power_grid.png
Bar = 50 um. Pins as bars on the die edge.
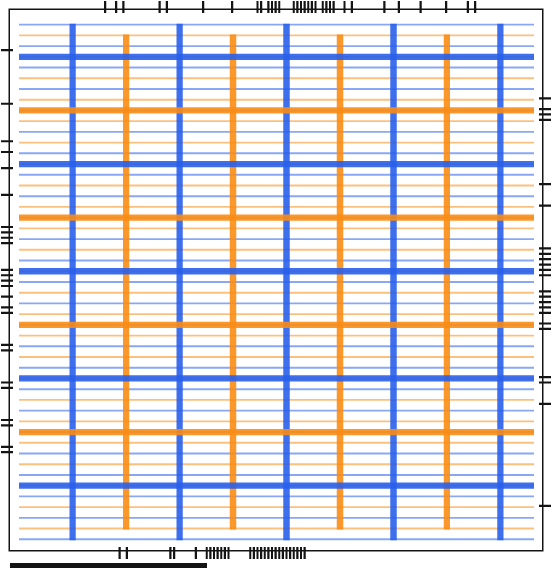
placement_by_type.png
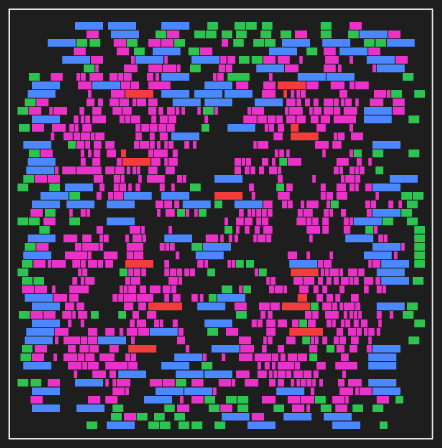
clk_routes.png
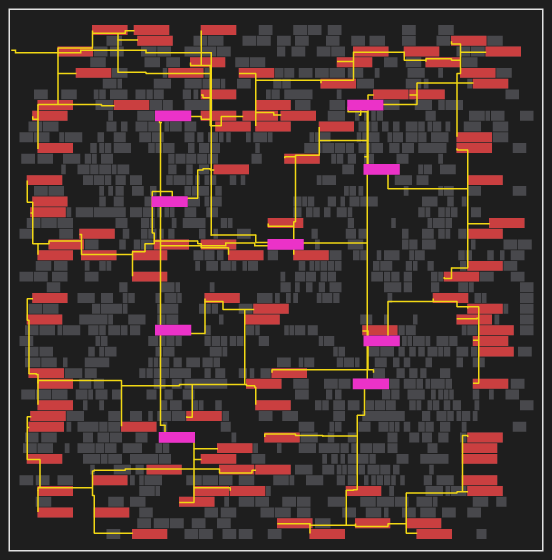
wires.png
Bar = 50 um.
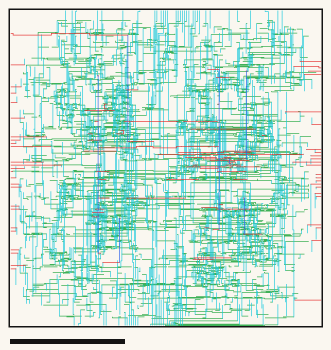
<file path="src/rtl/conv_8x32_pkg.sv">
// Shared types and default widths for the conv_8x32 vector-subtract block.
package conv_8x32_pkg;

  typedef enum logic [1:0] {
    WRAP  = 2'd0,
    SAT_U = 2'd1,
    SAT_S = 2'd2,
    ABS_U = 2'd3
  } vsub_mode_e;

  localparam int unsigned DEF_DATA_WIDTH = 8;
  localparam int unsigned DEF_LANES      = 4;
  localparam int unsigned DEF_CNT_WIDTH  = 16;

endpackage

</file>
<file path="src/rtl/conv_8x32_vsub_lane.sv">
// One combinational subtraction lane: wrap, unsigned/signed saturate, or absolute difference.
module conv_8x32_vsub_lane
  import conv_8x32_pkg::*;
#(
  parameter int unsigned DATA_WIDTH = DEF_DATA_WIDTH
) (
  input  logic [DATA_WIDTH-1:0] a,
  input  logic [DATA_WIDTH-1:0] b,
  input  vsub_mode_e            mode,
  output logic [DATA_WIDTH-1:0] d,
  output logic                  flag
);

  logic [DATA_WIDTH:0] udiff;
  logic [DATA_WIDTH:0] sdiff;
  logic                borrow;
  logic                s_ovf;

  assign udiff  = {1'b0, a} - {1'b0, b};
  assign sdiff  = {a[DATA_WIDTH-1], a} - {b[DATA_WIDTH-1], b};
  assign borrow = udiff[DATA_WIDTH];
  // Signed overflow shows up as disagreement between the extra sign bit and the result MSB.
  assign s_ovf  = sdiff[DATA_WIDTH] ^ sdiff[DATA_WIDTH-1];

  always_comb begin
    d    = udiff[DATA_WIDTH-1:0];
    flag = 1'b0;
    unique case (mode)
      WRAP: begin
        flag = borrow;
      end
      SAT_U: begin
        if (borrow) d = '0;
        flag = borrow;
      end
      SAT_S: begin
        d    = sdiff[DATA_WIDTH-1:0];
        flag = s_ovf;
        if (s_ovf) d = {sdiff[DATA_WIDTH], {(DATA_WIDTH-1){~sdiff[DATA_WIDTH]}}};
      end
      ABS_U: begin
        if (borrow) d = '0 - udiff[DATA_WIDTH-1:0];
        flag = borrow;
      end
    endcase
  end

endmodule

</file>
<file path="src/rtl/conv_8x32_vsub.sv">
// Two-stage elastic lane-parallel subtractor; define CONV_VSUB_STATS_EN to add the flagged-beat counter.
module conv_8x32_vsub
  import conv_8x32_pkg::*;
#(
  parameter int unsigned DATA_WIDTH = DEF_DATA_WIDTH,
  parameter int unsigned LANES      = DEF_LANES,
  parameter int unsigned CNT_WIDTH  = DEF_CNT_WIDTH
) (
  input  logic                        clk,
  input  logic                        rst_n,
  input  logic                        in_valid,
  output logic                        in_ready,
  input  logic [1:0]                  mode_in,
  input  logic [LANES*DATA_WIDTH-1:0] a_in,
  input  logic [LANES*DATA_WIDTH-1:0] b_in,
  output logic                        out_valid,
  input  logic                        out_ready,
  output logic [LANES*DATA_WIDTH-1:0] d_out,
  output logic [LANES-1:0]            flag_out
`ifdef CONV_VSUB_STATS_EN
  ,
  output logic [CNT_WIDTH-1:0]        sat_cnt_out,
  input  logic                        stats_clr_in
`endif
);

  logic                        s1_valid;
  logic [LANES*DATA_WIDTH-1:0] s1_a;
  logic [LANES*DATA_WIDTH-1:0] s1_b;
  vsub_mode_e                  s1_mode;
  logic                        s2_load;
  logic [LANES*DATA_WIDTH-1:0] lane_d;
  logic [LANES-1:0]            lane_f;

  // S2 is the output register, so out_valid doubles as the S2 valid bit.
  assign s2_load  = !out_valid || out_ready;
  assign in_ready = !s1_valid || s2_load;

  always_ff @(posedge clk or negedge rst_n) begin
    if (!rst_n) begin
      s1_valid <= 1'b0;
      s1_a     <= '0;
      s1_b     <= '0;
      s1_mode  <= WRAP;
    end else if (in_ready) begin
      s1_valid <= in_valid;
      if (in_valid) begin
        s1_a    <= a_in;
        s1_b    <= b_in;
        s1_mode <= vsub_mode_e'(mode_in);
      end
    end
  end

  for (genvar i = 0; i < LANES; i++) begin : g_lane
    conv_8x32_vsub_lane #(
      .DATA_WIDTH(DATA_WIDTH)
    ) u_lane (
      .a   (s1_a[i*DATA_WIDTH +: DATA_WIDTH]),
      .b   (s1_b[i*DATA_WIDTH +: DATA_WIDTH]),
      .mode(s1_mode),
      .d   (lane_d[i*DATA_WIDTH +: DATA_WIDTH]),
      .flag(lane_f[i])
    );
  end

  always_ff @(posedge clk or negedge rst_n) begin
    if (!rst_n) begin
      out_valid <= 1'b0;
      d_out     <= '0;
      flag_out  <= '0;
    end else if (s2_load) begin
      out_valid <= s1_valid;
      if (s1_valid) begin
        d_out    <= lane_d;
        flag_out <= lane_f;
      end
    end
  end

`ifdef CONV_VSUB_STATS_EN
  always_ff @(posedge clk or negedge rst_n) begin
    if (!rst_n) begin
      sat_cnt_out <= '0;
    end else if (stats_clr_in) begin
      sat_cnt_out <= '0;
    end else if (out_valid && out_ready && (|flag_out) && (sat_cnt_out != '1)) begin
      sat_cnt_out <= sat_cnt_out + CNT_WIDTH'(1);
    end
  end
`endif

endmodule

</file>
<file path="config.mk">
export PLATFORM = sky130hd
export DESIGN_NAME = conv_8x32_vsub
export DESIGN_NICKNAME = d
export VERILOG_FILES = /design/src/rtl/conv_8x32_pkg.sv /design/src/rtl/conv_8x32_vsub_lane.sv /design/src/rtl/conv_8x32_vsub.sv
export SDC_FILE = /design/constraint.sdc
export NUM_CORES = 1
export LEC_CHECK = 0
export CAP_MARGIN = 15
export CORE_AREA = 2 2 133 135
export CTS_CLUSTER_SIZE = 16
export DETAILED_ROUTE_END_ITERATION = 10
export DIE_AREA = 0 0 135 137
export SYNTH_ARGS = -nofsm -noshare
export SYNTH_HDL_FRONTEND = slang
export SYNTH_SLANG_ARGS = --single-unit
</file>
<file path="constraint.sdc">
create_clock -name clk -period 3.1 [get_ports clk]
set_clock_uncertainty 0.05 [all_clocks]
set_input_delay 0.465 -clock clk [delete_from_list [all_inputs] [get_ports clk]]
set_output_delay 0.465 -clock clk [all_outputs]
set_load 0.005 [all_outputs]
</file>
==> results.toml <==
# implementation run metrics
[synth]
async_flop_share_pct = 100
ys_area_sq_um = 7160
syn_avg_cell_area_sq_um = 9.32
synth-xor-area-share_pct = 4.04
ys_cells = 768
edf_count = 0
ys_ff = 104
yosys_warnings = 0
yosys.area_share.simple_pct = 12.7
synth_cell_type_count = 82
compound_area_share_pct = 22.3
synth_cells = 768
flop_cell = "dfrtp_1"

[routing]
top_layer = "met4"
wirelength_mm = 18.8
wl_per_cell_um = 17.0
wl_met1_mm = 8.51
drt_iter0_markers = 483
drc = 0

[layout]
lay_top_cells = "clkdlybuf4s50_1, dfrtp_1, mux2_2"
fillers = 1618
stdcell_count = 1103
regArea_sq_um = 2600
drive_above_1_share_pct = 16.2
lay_top_count = "clkdlybuf4s50_1"
fin_nets = 984
top_regs = "d_out x32, s1_a x32, s1_b x32"
area_delta_synth_final_pct = 24.1

[cts]
cts_tree = "done"
clock-sinks = 104
insertion_delay_ps = 360
max-clock-path-buffers = 2
numCtsBuffers = 9
ctsHoldBuffers = 0
cts_root_buffer = "clkbuf_16"
h-tree-depth = 3
clkTransAtPathRegs_ps = 70

[global_route]
antenna_found_initial = 0
grt_overflow = 0
grt_util_met3_pct = 3.04
met1_usage_pct = 28.2
grt_pass1_wl_mm = 30.7
grt_max_degree = 67

[floorplan]
chip_area_sq_um = 18500
die_w_um = 135
die_y_um = 137

[place]
hpwl_mm = 14.2
portBuffers = 107
gp_congestion = 0.895

[setup_path]
cp_max_fo = 4
worst_r2r_path_depth = 12
r2r_slack_ps = 210
required_ps = 3290
end_kind = "flip-flop"
arrival_ps = 3080
crit_buf_inv = 2
worstSetupPathDepth = 12
crit_family = "AND-OR/OR-AND gates"
crit_path_cell_trace = "inv_1 -> ha_1 -> inv_1 -> fa_1 -> a21oi_2 -> o22ai_2 -> a31o_1 -> a21boi_2 -> nand2b_1 -> a21oi_1 -> nor4_1 -> or3_1"
crit_path_end = "d_out[22]$_DFFE_PN0P_"

[power_and_ir_drop]
p_leak_nw = 3.74
power.density_nw_per_um2 = 783

[timing]
worst-slew-pin-transition_ps = 781
post-route-min-period_ps = 2890
hold_violations = 0
tns_ps = 0

[outcome]
outcome = "complete, no violations"
## Picture notes: power_grid.png
legend:
  orange:
    net: VDD
  blue:
    net: VSS
rows: 48
signal pins: 108
met5 straps: 9
met1 rails: 49
met4 straps: 9

## Picture notes: placement_by_type.png
legend:
  green:
    class: remaining buffers and delay cells
    cells: 135
  blue:
    class: sequential cells
    cells: 104
  red:
    class: clock drivers and dummy loads
    cells: 15
  magenta:
    class: combinational and other logic
    cells: 624

## Picture notes: clk_routes.png
legend:
  magenta:
    item: clock drivers
    count: 9
  red:
    item: flip-flops
    count: 104
  yellow:
    item: clock wires
    length: 1530 um
routed clock nets: 10

## Picture notes: wires.png
legend:
  red:
    layer: metal 3
    wire_length: 870 um
  cyan:
    layer: metal 2
    wire_length: 9150 um
  blue:
    layer: metal 4
    wire_length: 267 um
  green:
    layer: metal 1
    wire_length: 8510 um
routed via count: 6229
Global Route Usage Sum: 20.9%

## cell usage after synthesis (12+ instances only)
| master | count | share of area (%) |
|---|---|---|
| nor2_1 | 50 | 2.6 |
| nand3_1 | 13 | 0.91 |
| nand2_1 | 66 | 3.5 |
| xor2_1 | 13 | 1.6 |
| ha_1 | 36 | 6.3 |
| xnor2_1 | 20 | 2.4 |
| a21oi_1 | 65 | 4.5 |
| inv_1 | 51 | 2.7 |
| o21ai_0 | 30 | 2.1 |
| a211oi_1 | 12 | 1.3 |
| nor3_1 | 20 | 1.4 |
| a31oi_1 | 19 | 1.7 |
| mux2_2 | 68 | 11 |
| clkbuf_1 | 30 | 1.6 |
| dfrtp_1 | 104 | 36 |
## area by class of cell
cell class | count | share of cell area (%)
multi-input combinational | 572 | 47.3
sequential | 104 | 29.3
timing repair buffer | 135 | 14.5
tap | 225 | 3.17
clock buffer | 10 | 2.58
inverter | 52 | 2.20
clock inverter | 5 | 0.916
## power by group
group	switching [mW]	total [mW]	internal, mW
registers	0.218	1.92	1.70
logic	2.03	3.79	1.76
clock network	0.539	1.24	0.706
total	2.79	6.95	4.16
## stage by stage
step | hold slack [ps] | util (%) | power (mW) | instance area (sq um) | setup slack (ps)
2_1_floorplan | 119 | - | 4.37 | 7160 | 437
3_3_place_gp | 415 | 50.2 | 5.67 | 8560 | 196
3_5_place_dp | 427 | 50.2 | 5.72 | 8560 | 143
4_1_cts | 178 | 52.0 | 6.99 | 8870 | 111
5_1_grt | 211 | 52.1 | 7.48 | 8880 | 14.3
6_report | 114 | 52.1 | 6.95 | 8880 | 207
## repair_timing
| action | CTS | global route |
|---|---|---|
| endpoints found under the hold margin | 0 | 0 |
| gates resized | 0 | 3 |
| setup buffers | 0 | 0 |
| endpoints found under the setup margin | 0 | 3 |
Power and IR drop assume default switching activity.
